**config.mk**
```make
export PLATFORM = sky130hd
export DESIGN_NAME = queue_flat
export DESIGN_NICKNAME = d
export VERILOG_FILES = /design/src/rtl/queue_if.sv /design/src/rtl/queue.sv /design/src/flat_wrapper.sv
export SDC_FILE = /design/constraint.sdc
export NUM_CORES = 1
export LEC_CHECK = 0
export CAP_MARGIN = 20
export CORE_MARGIN = 3
export CORE_UTILIZATION = 45
export CTS_CLUSTER_SIZE = 20
export DETAILED_ROUTE_END_ITERATION = 8
export GPL_TIMING_DRIVEN = 0
export PLACE_DENSITY = 0.59
export SLEW_MARGIN = 20
export SYNTH_ARGS = -nofsm -noshare
export SYNTH_HDL_FRONTEND = slang
export SYNTH_SLANG_ARGS = --single-unit
```
**constraint.sdc**
```tcl
create_clock -name clk -period 6.8 [get_ports clk]
set_input_delay 1.7 -clock clk [delete_from_list [all_inputs] [get_ports clk]]
set_output_delay 1.7 -clock clk [all_outputs]
set_load 0.01 [all_outputs]
```
**src/rtl/queue_if.sv**
```systemverilog
// Valid/ready handshake bundle for the queue: an input (enqueue) port and
// an output (dequeue) port. The master side is the environment (producer
// and consumer), the slave side is the queue itself.
interface queue_if #(
  parameter int WIDTH = 32
);
  logic             in_valid;
  logic             in_ready;
  logic [WIDTH-1:0] in_data;
  logic             out_valid;
  logic             out_ready;
  logic [WIDTH-1:0] out_data;

  modport master (
    output in_valid,
    input  in_ready,
    output in_data,
    input  out_valid,
    output out_ready,
    input  out_data
  );

  modport slave (
    input  in_valid,
    output in_ready,
    input  in_data,
    output out_valid,
    input  out_ready,
    output out_data
  );
endinterface

```
**src/rtl/queue.sv**
```systemverilog
// In-order FIFO with valid/ready on both ports, occupancy output and sticky
// overflow/underflow debug flags. Head word is read combinationally from
// the registered read pointer, so a word written at edge N is visible right
// after edge N and there is no fall-through within a cycle.
module queue #(
  parameter  int WIDTH = 32,
  parameter  int DEPTH = 16,
  localparam int PTR_W = $clog2(DEPTH),
  localparam int CNT_W = PTR_W + 1
) (
  input  logic             clk,
  input  logic             rst,
  input  logic             flush,
  queue_if.slave           bus,
  output logic [CNT_W-1:0] count,
  output logic             empty,
  output logic             full,
  output logic             overflow,
  output logic             underflow
);

  logic [WIDTH-1:0] mem [DEPTH];
  logic [PTR_W-1:0] wr_ptr_reg;
  logic [PTR_W-1:0] rd_ptr_reg;
  logic [CNT_W-1:0] count_reg;
  logic [CNT_W-1:0] count_next;
  logic             overflow_reg;
  logic             underflow_reg;
  logic             enq;
  logic             deq;

  // Status is decoded from registered occupancy only; in_ready deliberately
  // ignores out_ready so a full queue never accepts on the dequeue cycle.
  assign empty         = (count_reg == '0);
  assign full          = (count_reg == CNT_W'(DEPTH));
  assign bus.in_ready  = !full;
  assign bus.out_valid = !empty;
  assign bus.out_data  = empty ? '0 : mem[rd_ptr_reg];
  assign count         = count_reg;
  assign overflow      = overflow_reg;
  assign underflow     = underflow_reg;

  assign enq = bus.in_valid && bus.in_ready;
  assign deq = bus.out_valid && bus.out_ready;

  // Occupancy: simultaneous enqueue and dequeue cancel out.
  always_comb begin
    count_next = count_reg;
    case ({enq, deq})
      2'b10:   count_next = count_reg + CNT_W'(1);
      2'b01:   count_next = count_reg - CNT_W'(1);
      default: count_next = count_reg;
    endcase
  end

  // Storage array, not reset; a flushed enqueue is dropped.
  always_ff @(posedge clk) begin
    if (enq && !flush) begin
      mem[wr_ptr_reg] <= bus.in_data;
    end
  end

  // Pointers, occupancy and sticky flags; pointers wrap by natural overflow.
  always_ff @(posedge clk or negedge rst) begin
    if (!rst) begin
      wr_ptr_reg    <= '0;
      rd_ptr_reg    <= '0;
      count_reg     <= '0;
      overflow_reg  <= 1'b0;
      underflow_reg <= 1'b0;
    end else if (flush) begin
      wr_ptr_reg    <= '0;
      rd_ptr_reg    <= '0;
      count_reg     <= '0;
      overflow_reg  <= 1'b0;
      underflow_reg <= 1'b0;
    end else begin
      if (enq) begin
        wr_ptr_reg <= wr_ptr_reg + PTR_W'(1);
      end
      if (deq) begin
        rd_ptr_reg <= rd_ptr_reg + PTR_W'(1);
      end
      count_reg <= count_next;
      if (bus.in_valid && full) begin
        overflow_reg <= 1'b1;
      end
      if (bus.out_ready && empty) begin
        underflow_reg <= 1'b1;
      end
    end
  end

endmodule

```
**src/flat_wrapper.sv**
```systemverilog
// flat-port wrapper written by rule: the top's interface ports become plain ports
module queue_flat 
#(
  parameter  int WIDTH = 32,
  parameter  int DEPTH = 16,
  localparam int PTR_W = $clog2(DEPTH),
  localparam int CNT_W = PTR_W + 1
)
  (clk, rst, flush, count, empty, full, overflow, underflow, bus_in_valid, bus_in_ready, bus_in_data, bus_out_valid, bus_out_ready, bus_out_data);
  queue_if #(.WIDTH(WIDTH)) bus_i ();
  input  logic clk;
  input  logic rst;
  input  logic flush;
  output logic [CNT_W-1:0] count;
  output logic empty;
  output logic full;
  output logic overflow;
  output logic underflow;
  input wire logic [$bits(bus_i.in_valid)-1:0] bus_in_valid;
  output wire logic [$bits(bus_i.in_ready)-1:0] bus_in_ready;
  input wire logic [$bits(bus_i.in_data)-1:0] bus_in_data;
  output wire logic [$bits(bus_i.out_valid)-1:0] bus_out_valid;
  input wire logic [$bits(bus_i.out_ready)-1:0] bus_out_ready;
  output wire logic [$bits(bus_i.out_data)-1:0] bus_out_data;
  assign bus_i.in_valid = bus_in_valid;
  assign bus_in_ready = bus_i.in_ready;
  assign bus_i.in_data = bus_in_data;
  assign bus_out_valid = bus_i.out_valid;
  assign bus_i.out_ready = bus_out_ready;
  assign bus_out_data = bus_i.out_data;
  queue #(.WIDTH(WIDTH), .DEPTH(DEPTH)) u_core (.clk(clk), .rst(rst), .flush(flush), .bus(bus_i), .count(count), .empty(empty), .full(full), .overflow(overflow), .underflow(underflow));
endmodule
```
Fig. 1: run 1, signal wires on met2
Scale: 2 px per micron.
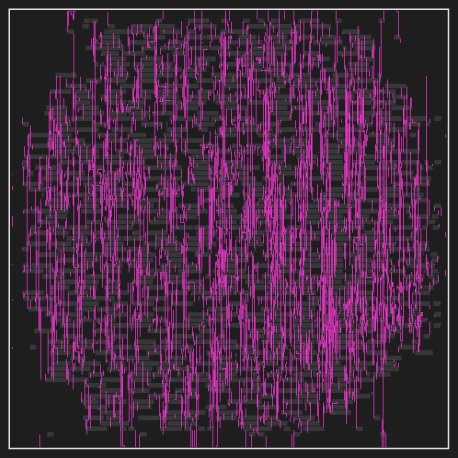
longest straight run: 98.6 microns
wire length on this layer: 21.7 mm

Fig. 2: run 1, the metal 3 layer
Scale: 2 px per micron.
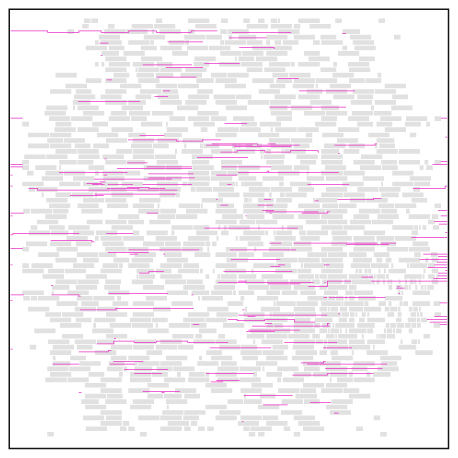
longest straight run: 69.7 microns
share of all routed wire: 6.1%
nets with wire on the layer: 107

Fig. 3: run 1, track usage over the die
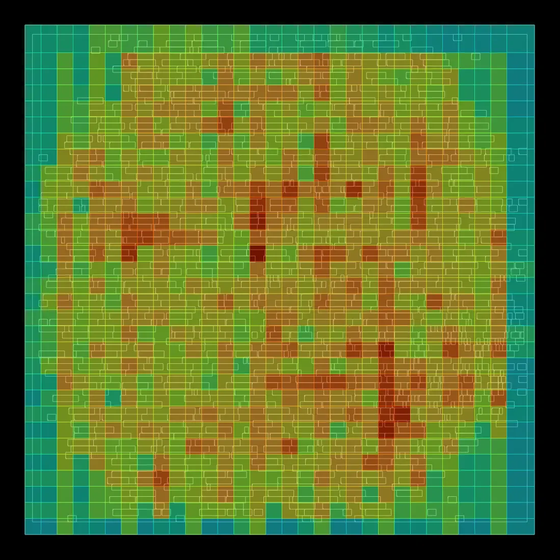
GR Layer Usage met1: 29.34%
M3 GR Usage: 3.849%
Global Route Usage Sum: 19.70%
met2 Use GR: 30.73%
drt wl/cell: 27.38 microns

==> results.json, run 1 <==
{
  "clk_latency_ns": 0.58,
  "ys_sh_aoi_pct": 0.6502,
  "grt_pass1_wl_microns": 67850,
  "warnings": 29,
  "clk_pin_slew_ns": 0.06,
  "n_fill_cell": 3370,
  "mux_area_share_pct": 17.76,
  "final_core_util_pct": 54.91,
  "n_all_inverters": 6,
  "cts-root-buf": "clkbuf_16",
  "p_comb_mw": 2.13,
  "place_inst": 1566,
  "pwr.group.clock_mw": 2.80,
  "ctsResizeCount": 0,
  "nets": 1074,
  "initCoreUtil_pct": 45.83,
  "avgViaCountPerCell": 5.720,
  "clockBufferDepth": 3,
  "largest_cell_class": "sequential cells",
  "r2r_cells": 6,
  "route.vias.total": 9524,
  "die_area_sq_um": 47920,
  "die_w_microns": 218.9,
  "adder_share_pct": 0.4294,
  "h-tree-depth": 2,
  "post_cts.repair.setup_buffers": 0,
  "timing.setup.tns_ns": 0,
  "min_from": "u_core.overflow",
  "edf_count": 512,
  "yosys-top-cells-count": "512 x edfxtp_1, 160 x mux4_2, 34 x and2_1",
  "status": "completed",
  "dp_hpwl_microns": 28580,
  "period_needed_ns": 5.708,
  "yosysChipArea_sq_um": 20400,
  "comb.multi_input.count": 290,
  "rsz0062_at_grt": "false",
  "slowest_stage": "clkbuf_1",
  "clkPwrFrac_pct": 32.5,
  "crit_family": "buffers and inverters",
  "largest_reg_flops": 512,
  "num_tap_cells": 592,
  "worstPathRequired_ns": 5.10,
  "reg2reg_from": "u_core.count[0]",
  "cts_tree": "done",
  "grt_max_degree": 18,
  "comb_area_sq_um": 4523,
  "finalCritPeriodShare_pct": 83.94,
  "leakagePower_nw": 7.559,
  "syn_inst": 869,
  "cp-start-kind": "register",
  "worst_ir_drop_vdd_mv": 0.1796,
  "hp-class": "register to register",
  "slew_viol_final": 0,
  "ff_type": "edfxtp_1",
  "top_cell_area_share_pct": 75.37,
  "cts_made_buffers": 54,
  "ant_nets": 0
}
==> inputs of run 2 (changes only) <==
--- a/config.mk
+++ b/config.mk
@@ -11,7 +11,7 @@
 export CTS_CLUSTER_SIZE = 20
 export DETAILED_ROUTE_END_ITERATION = 8
 export GPL_TIMING_DRIVEN = 0
-export PLACE_DENSITY = 0.59
+export PLACE_DENSITY = 0.61
 export SLEW_MARGIN = 20
 export SYNTH_ARGS = -nofsm -noshare
 export SYNTH_HDL_FRONTEND = slang
==> constraint.sdc (replaced) <==
create_clock -name clk -period 4.6 [get_ports clk]
set_input_delay 1.15 -clock clk [delete_from_list [all_inputs] [get_ports clk]]
set_output_delay 1.15 -clock clk [all_outputs]
set_load 0.01 [all_outputs]
Fig. 4: run 2, signal wires on met2
Scale: 2 px per micron.
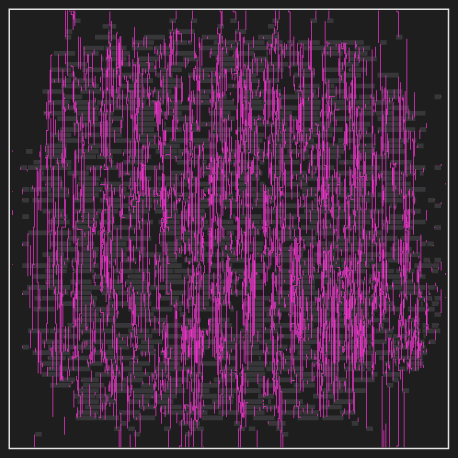
nets with wire on the layer: 968
wire length on this layer: 21.8 mm
main direction: vertical
longest straight run: 119 microns
share of all routed wire: 49%

==> results.json, run 2 <==
{
  "comb_area_sq_um": 4529,
  "die_w_microns": 218.9,
  "wl_per_cell_microns": 26.75,
  "pwr.group.clock_mw": 4.26,
  "route.vias.total": 9398,
  "rsz0062_at_grt": "false",
  "warnings": 29,
  "largest_reg_flops": 512,
  "timing.setup.tns_ns": 0,
  "syn_inst": 869,
  "ys_sh_aoi_pct": 0.6502,
  "dp_hpwl_microns": 27410,
  "groute.layer.met1.usage_pct": 27.52,
  "largest_cell_class": "sequential cells",
  "slowest_stage": "clkbuf_1",
  "grt_max_degree": 19,
  "reg2reg_from": "u_core.count[1]",
  "clk_latency_ns": 0.58,
  "n_fill_cell": 3360,
  "cts_made_buffers": 52,
  "final_core_util_pct": 54.70,
  "ant_nets": 0,
  "status": "completed",
  "grt_pass1_wl_microns": 65580,
  "mux_area_share_pct": 17.76,
  "post_cts.repair.setup_buffers": 0,
  "cp-start-kind": "register",
  "initCoreUtil_pct": 45.83,
  "ff_type": "edfxtp_1",
  "p_comb_mw": 3.15,
  "finalCritPeriodShare_pct": 98.50,
  "top_cell_area_share_pct": 75.37,
  "clk_pin_slew_ns": 0.06,
  "clkPwrFrac_pct": 33.1,
  "clockBufferDepth": 3,
  "period_needed_ns": 4.531,
  "crit_family": "buffers and inverters",
  "adder_share_pct": 0.4294,
  "place_inst": 1560,
  "worstPathRequired_ns": 3.45,
  "min_from": "u_core.overflow",
  "met3_usage_pct": 2.852,
  "num_tap_cells": 592,
  "worstSetupPathType": "register to primary output",
  "edf_count": 512,
  "r2r_cells": 5,
  "yosysChipArea_sq_um": 20400,
  "n_all_inverters": 6,
  "comb.multi_input.count": 290,
  "hp-class": "register to register",
  "grt_usage_pct": 19.06,
  "h-tree-depth": 2,
  "die_area_sq_um": 47920,
  "worst_ir_drop_vdd_mv": 0.3025,
  "yosys-top-cells-count": "512 x edfxtp_1, 160 x mux4_2, 34 x and2_1",
  "met2_usage_pct": 31.07,
  "cts-root-buf": "clkbuf_16",
  "leakagePower_nw": 7.556
}
Fig. 5: run 2, the metal 3 layer
Scale: 2 px per micron.
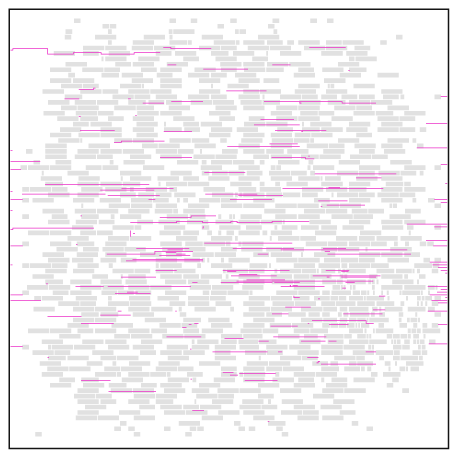
main direction: horizontal
nets with wire on the layer: 106
wire length on this layer: 2450 microns
longest straight run: 68.1 microns

==> inputs of run 3 (changes only) <==
--- a/config.mk
+++ b/config.mk
@@ -6,7 +6,6 @@
 export NUM_CORES = 1
 export LEC_CHECK = 0
 export CAP_MARGIN = 20
-export CORE_MARGIN = 3
 export CORE_UTILIZATION = 45
 export CTS_CLUSTER_SIZE = 20
 export DETAILED_ROUTE_END_ITERATION = 8
Fig. 6: run 3, routed metal per tile
Scale: 1.5 px per micron. The die is cut into 21 by 21 equal tiles; dark blue is low, red is high, scaled to the fullest tile. Values are wire area over tile area, all layers added.
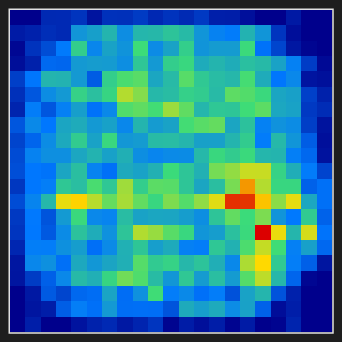
tiles over half the peak: 14%
nearly empty tiles: 6.6%
fullest tile: 0.50

==> results.json, run 3 <==
{
  "met3_usage_pct": 3.737,
  "initCoreUtil_pct": 45.83,
  "adder_share_pct": 0.4294,
  "route.vias.total": 9505,
  "ant_nets": 0,
  "pwr.group.clock_mw": 3.96,
  "worstSetupPathType": "register to primary output",
  "grt_usage_pct": 20.87,
  "syn_inst": 869,
  "cp-start-kind": "register",
  "met2_usage_pct": 32.47,
  "die_w_microns": 214.9,
  "cts_made_buffers": 53,
  "warnings": 30,
  "rsz0062_at_grt": "true",
  "grt_pass1_wl_microns": 68650,
  "largest_cell_class": "sequential cells",
  "leakagePower_nw": 7.587,
  "num_tap_cells": 592,
  "edf_count": 512,
  "wl_per_cell_microns": 27.99,
  "clk_pin_slew_ns": 0.06,
  "h-tree-depth": 2,
  "top_cell_area_share_pct": 75.37,
  "cts-root-buf": "clkbuf_16",
  "reg2reg_from": "u_core.count[2]",
  "crit_family": "buffers and inverters",
  "mux_area_share_pct": 17.76,
  "yosys-top-cells-count": "512 x edfxtp_1, 160 x mux4_2, 34 x and2_1",
  "dp_hpwl_microns": 28960,
  "worstPathRequired_ns": 3.45,
  "status": "completed",
  "n_all_inverters": 6,
  "ys_sh_aoi_pct": 0.6502,
  "worst_ir_drop_vdd_mv": 0.2974,
  "ff_type": "edfxtp_1",
  "comb_area_sq_um": 4529,
  "r2r_cells": 5,
  "clkPwrFrac_pct": 31.4,
  "post_cts.repair.setup_buffers": 0
}
Fig. 7: run 3, signal wires on met2
Scale: 2 px per micron.
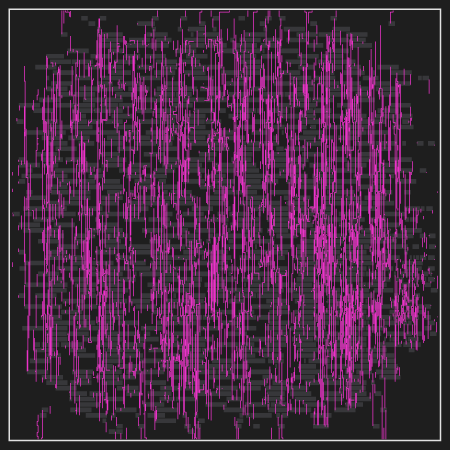
longest straight run: 103 microns
nets with wire on the layer: 985


==> screenshots <==
I/O pins on the die edge.
Scale: 2 px per micron. Pins as bars across the die edge, other pins in grey.
Plate I
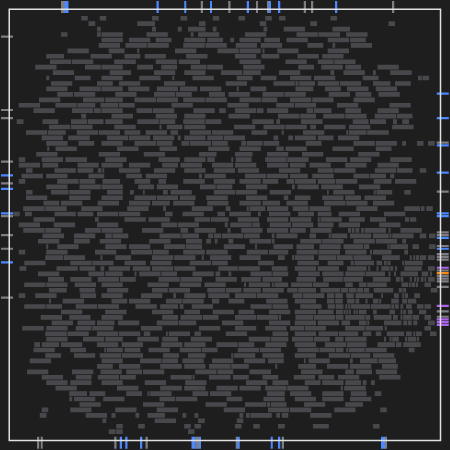
Plate II
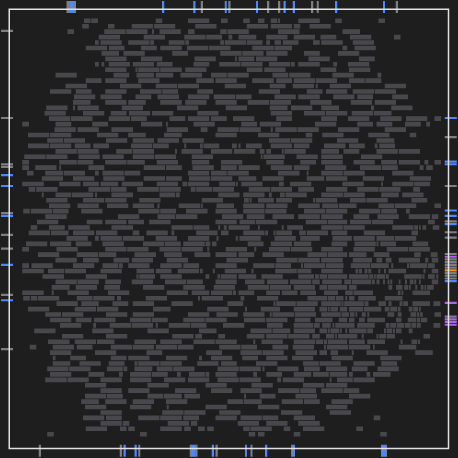
run 1: Plate II
run 3: Plate I

Key to Plate I:
legend:
  `bus_in_valid`:
    colour: orange
    pins: 1
    direction: input
    edge: right
  `bus_out_data`:
    colour: blue
    pins: 32
    direction: output
    edge: 11 bottom, 9 top, 8 right, 4 left
  `count`:
    colour: purple
    pins: 5
    direction: output
    edge: right

